Fig. 1: routed clock nets over the placement
Drawn at 8 px/um.
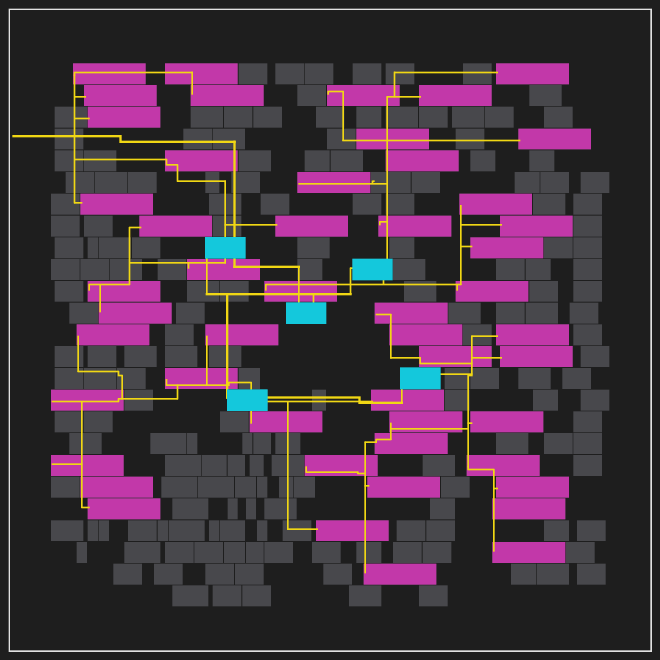
Fig. 2: placed cells, one colour a class
Drawn at 4 px/um. Fill, decap, tap and diode cells in grey.
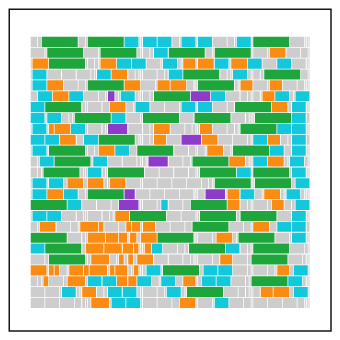
Fig. 3: close-up of the layout
Window x 28 to 53, y 28 to 53 um. Cells in grey, sequential cells in the stronger grey; small squares are vias.
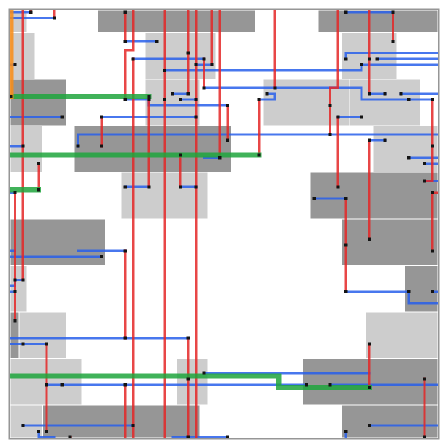
Fig. 4: local utilization
Drawn at 3 px/um. 8 x 8 tiles, from black (low) to pale yellow (high), 0 to 100% covered.
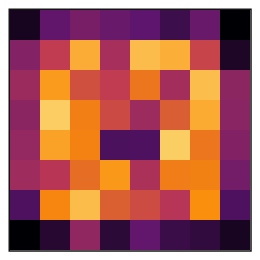
### src/rtl/cpu_pkg.sv
// Shared CPU definitions: fetch FSM state encoding and the opcode bit that
// marks a two-word (immediate-carrying) instruction.
package cpu_pkg;

    typedef enum logic [1:0] {
        FETCH_IDLE = 2'd0,
        FETCH_OP   = 2'd1,
        FETCH_IMM  = 2'd2,
        FETCH_HOLD = 2'd3
    } fetch_state_t;

    localparam int IMM_BIT = 9;

endpackage

### src/rtl/fetch_unit.sv
// Instruction fetch: reads one/two-word instructions over req/ack, pulses pc_inc per word.
// Zero-wait latency start->valid is 2 cycles (3 for two-word); decode stalls hold {ir,imm} in HOLD.
module fetch_unit #(
    parameter int W       = 16,
    parameter int IMM_BIT = cpu_pkg::IMM_BIT
) (
    input  logic         clk,
    input  logic         rst_b,
    input  logic         start,
    input  logic [W-1:0] pc_addr,
    output logic         pc_inc,
    input  logic         redirect,
    output logic         mem_req,
    output logic [W-1:0] mem_addr,
    input  logic [W-1:0] mem_rdata,
    input  logic         mem_ack,
    output logic [W-1:0] ir,
    output logic [W-1:0] imm,
    output logic         instr_valid,
    input  logic         instr_ready,
    output logic         busy
);
    import cpu_pkg::*;

    fetch_state_t state;
    fetch_state_t state_nxt;
    logic         ir_en;
    logic         imm_en;
    logic         imm_clr;
    logic         addr_en;

    assign mem_req     = (state == FETCH_OP) || (state == FETCH_IMM);
    assign instr_valid = (state == FETCH_HOLD);
    assign busy        = (state != FETCH_IDLE);
    // A redirect discards the acked word, so the PC must not advance past it.
    assign pc_inc      = mem_req & mem_ack & ~redirect;

    always_comb begin
        state_nxt = state;
        ir_en     = 1'b0;
        imm_en    = 1'b0;
        imm_clr   = 1'b0;
        addr_en   = 1'b0;
        if (redirect && (state != FETCH_IDLE)) begin
            addr_en   = 1'b1;
            state_nxt = FETCH_OP;
        end else begin
            case (state)
                FETCH_IDLE: begin
                    if (start) begin
                        addr_en   = 1'b1;
                        state_nxt = FETCH_OP;
                    end
                end
                FETCH_OP: begin
                    if (mem_ack) begin
                        ir_en = 1'b1;
                        if (mem_rdata[IMM_BIT]) begin
                            // pc_addr already reflects this cycle's increment.
                            addr_en   = 1'b1;
                            state_nxt = FETCH_IMM;
                        end else begin
                            imm_clr   = 1'b1;
                            state_nxt = FETCH_HOLD;
                        end
                    end
                end
                FETCH_IMM: begin
                    if (mem_ack) begin
                        imm_en    = 1'b1;
                        state_nxt = FETCH_HOLD;
                    end
                end
                FETCH_HOLD: begin
                    if (instr_ready) begin
                        addr_en   = 1'b1;
                        state_nxt = FETCH_OP;
                    end
                end
                default: state_nxt = FETCH_IDLE;
            endcase
        end
    end

    always_ff @(posedge clk or posedge rst_b) begin
        if (rst_b) begin
            state    <= FETCH_IDLE;
            ir       <= '0;
            imm      <= '0;
            mem_addr <= '0;
        end else begin
            state <= state_nxt;
            if (ir_en)
                ir <= mem_rdata;
            if (imm_en)
                imm <= mem_rdata;
            else if (imm_clr)
                imm <= '0;
            if (addr_en)
                mem_addr <= pc_addr;
        end
    end

endmodule

### config.mk
export PLATFORM = sky130hd
export DESIGN_NAME = fetch_unit
export DESIGN_NICKNAME = d
export VERILOG_FILES = /design/src/rtl/cpu_pkg.sv /design/src/rtl/fetch_unit.sv
export SDC_FILE = /design/constraint.sdc
export NUM_CORES = 1
export LEC_CHECK = 0
export CAP_MARGIN = 10
export CORE_MARGIN = 5
export CORE_UTILIZATION = 42
export DETAILED_ROUTE_END_ITERATION = 10
export PLACE_DENSITY_LB_ADDON = 0.08
export RECOVER_POWER = 50
export SYNTH_ARGS = -nofsm -noshare
export SYNTH_HDL_FRONTEND = slang
export SYNTH_SLANG_ARGS = --single-unit
### constraint.sdc
create_clock -name clk -period 2.3 [get_ports clk]
set_input_delay 0.23 -clock clk [delete_from_list [all_inputs] [get_ports clk]]
set_output_delay 0.23 -clock clk [all_outputs]
set_load 0.01 [all_outputs]
==> results.txt <==
impl run done, here's what came out: most frequent logic cells in the routed design clkdlybuf4s50_1 (62), dfrtp_1 (50), mux2_2 (32), Die ar. 0.00641 mm^2, outcome finished, final reports clean, Worst Path Buf+Inv 2, Mapped Cells between 100 and 150, Final Setup Violations 0, grt ovf 0, clock share of power 0.138, Worst VDD drop between 0.6 and 0.7 mV, Flop pwr share 0.391, H-Tree Depth 2, max-cap violations 0, Critical Path Stages 5, Resize count post-CTS 0, Synth flops 50, fillers 374, ANT cells 0, CTS tree done, post-synthesis area per instance about 15 um^2, routed length per placed instance 16.8 um, Post-synth seq share 0.607, Final Hold Vio Count 0, net switching power approximately 1.2 mW, GP Congestion 0.830, Iteration-0 DRC Markers around 43, HPWL Detailed between 3000 and 4000 um, Yosys Chip Area 0.00206 mm^2, fp util 0.433, placed cells between 200 and 300, Hold Path Class input pin to async pin, Residual DRC 0, Placed Area 0.00300 mm^2, Final Cycle Share 0.926, vias in the first global route 1699, pwr dens 1240 mW/mm^2, Clock Skew between 0.004 and 0.005 ns, Startpoint Class flip-flop, clk latency late pin roughly 0.30 ns, Tot Pwr roughly 3.8 mW, Slew HR 0.435, max incr delay on CP 0.54 ns, Largest delay share family, worst path buffers and inverters, tool warnings 32, syn_nets 182, wire length of the first global-routing pass 8220 um, fin nets between 200 and 300, Port Buffer Count around 90, share of cells above drive strength 1 0.196, CTS root buf clkbuf_8, initial antenna violation count 0, Reg2Reg Depth 5, Sw Share 0.320, via count roughly 1500, All-Layer GR Usage 0.166, reg2reg setup slack 0.24 ns, Longest Clk Path Bufs 2, kind of critical path flip-flop to output pin, crit end category output pin, critical-path cell list inv_1, ha_1, nand2_1, nor2_1, clkdlybuf4s50_1, CTS sink cnt 50, final instance count without filler cells 297, RSZ-0062 raised after global routing no, arrival time of the worst setup path about 1.9 ns, worst r2r src state[0]$_DFFE_PP0P_, die width roughly 80 um, area grow syn2layout 49.5%, setup bufs post-CTS 0, worst hold slack 0.464 ns, FP Rows 25, crit path max fanout 5, CTS buffer count 5, core region area 0.00475 mm^2, clock slew at reported path FFs 0.09 ns, Slew Viols, Final 0, Distinct lib cells used 22, area of the mapped netlist between 0.002 and 0.0025 mm^2, FF-to-FF End mem_addr[5]$_DFFE_PP0P_, Worst path slowest cell clkdlybuf4s50_1, worst slew pin tran approximately 0.85 ns, fin area approximately 0.0031 mm^2, ys cells around 140, fmax 469 MHz, Required @ worst endpoint about 2.1 ns, setup TNS 0 ns, vias per cell 4.97, Routed WL 4980 um, hold buffers post-CTS 0, io pins 90
About Fig. 1:
[flip-flops] magenta | count: 50
[clock drivers] cyan | count: 5
[clock wires] yellow | length: 573 um
flops lie: spread over the die
routed clock nets: 6

About Fig. 2:
[combinational and other logic] orange | cells: 81 | share of their area: 25%
[sequential cells] green | cells: 50 | share of their area: 42%
[remaining buffers and delay cells] cyan | cells: 91 | share of their area: 30%
[clock drivers and dummy loads] purple | cells: 8 | share of their area: 3.2%

About Fig. 3:
[metal 1] blue
[metal 3] green
[metal 4] orange
[metal 2] red
sequential cells in the window: 7
most frequent: dfrtp_1 (7), clkbuf_8 (4), mux2_2 (3)
netlist names of flops here include: imm (3), ir (3)
cells with their middle in the window: 20

About Fig. 4:
nearly empty tiles: 3.1%
mean over tiles: 47%
tiles over 75% full: 19%

-- registers in the layout (all words and copies together) (netlist names) --
name,cells
imm,16
ir,16
mem_addr,16
state,2
-- area by class of cell --
type                    count  area, um^2  share of cell area
clock buffers               6        82.6              0.0268
clock inverters             2        12.5             0.00406
inverters                   7        26.3             0.00853
multi-input cells          74         722               0.234
flip-flops and latches     50        1250               0.406
well taps                  67        83.8              0.0272
repair buffers             91         903               0.293
-- power by group through the flow --
| stage | registers, mW | clock network, mW | logic (mW) |
|---|---|---|---|
| global route | 1.55 | 0.576 | 1.94 |
| global placement | 1.50 | 0 | 1.86 |
| detailed placement | 1.52 | 0 | 1.91 |
| floorplan | 1.68 | 0 | 0.674 |
| CTS | 1.51 | 0.543 | 1.92 |
| finish | 1.49 | 0.526 | 1.80 |
-- worst reg2reg max path: cells and delay by family, from the launching register on --
kind	cells	cell delay (ns)
AND-OR/OR-AND	2	0.76
buffers and inverters	1	0.14
flip-flops	1	0.44
adder cells (fa/ha/maj)	1	0.18
multiplexers	1	0.43
-- layer usage --
| layer | vias up | GRT usage | wire (um) |
|---|---|---|---|
| met1 | 737 | 0.196 | 1960 |
| met2 | 57 | 0.286 | 2560 |
| met5 | - | 0 | 0 |
| met3 | 4 | 0.0666 | 441 |
| li1 | 678 | - | - |
| met4 | 0 | 0.0338 | 28 |
-- synthesized netlist by cell type (all sizes together) --
cell,count,area [um^2]
a22o,15,131
a22oi,1,7.51
a31oi,1,6.26
and3,1,11.3
buf,6,61.3
dfrtp,50,1250
ha,7,87.6
inv,7,26.3
mux2,32,360
mux2i,2,20.0
nand2,2,7.51
nand2b,2,12.5
nand3,2,15.0
nand4b,1,8.76
nor2,3,11.3
o211ai,2,20.0
o21ai,1,5.00
o221ai,1,8.76
o22a,1,8.76
-- stage by stage --
| stage | setup WS, ns | util |
|---|---|---|
| 3_3_place_gp | 0.301 | 0.631 |
| 6_report | 0.169 | 0.648 |
| 2_1_floorplan | 0.600 | - |
| 4_1_cts | 0.147 | 0.651 |
| 5_1_grt | 0.0641 | 0.648 |
| 3_5_place_dp | 0.210 | 0.631 |
-- cell families (layout without fill, tap and decap cells) --
| group | after synthesis | in the layout | share of synthesized area |
|---|---|---|---|
| flops | 50 | 50 | 0.607 |
| mux | 34 | 34 | 0.185 |
| compound gates | 22 | 22 | 0.0911 |
| buf+inv | 13 | 106 | 0.0425 |
| simple gates | 11 | 11 | 0.0322 |
| fa+ha+maj | 7 | 7 | 0.0425 |
-- worst max path at each step --
stage	startpoint	slack (ns)	endpoint
global route	state[0]$_DFFE_PP0P_	0.06	pc_inc
CTS	state[0]$_DFFE_PP0P_	0.15	pc_inc
detailed placement	state[0]$_DFFE_PP0P_	0.21	mem_addr[14]$_DFFE_PP0P_
floorplan	state[0]$_DFFE_PP0P_	0.60	mem_addr[0]$_DFFE_PP0P_
global placement	instr_ready	0.30	mem_addr[4]$_DFFE_PP0P_
finish	state[0]$_DFFE_PP0P_	0.17	pc_inc
No activity file was given, so power comes from the tool's default toggle rates.
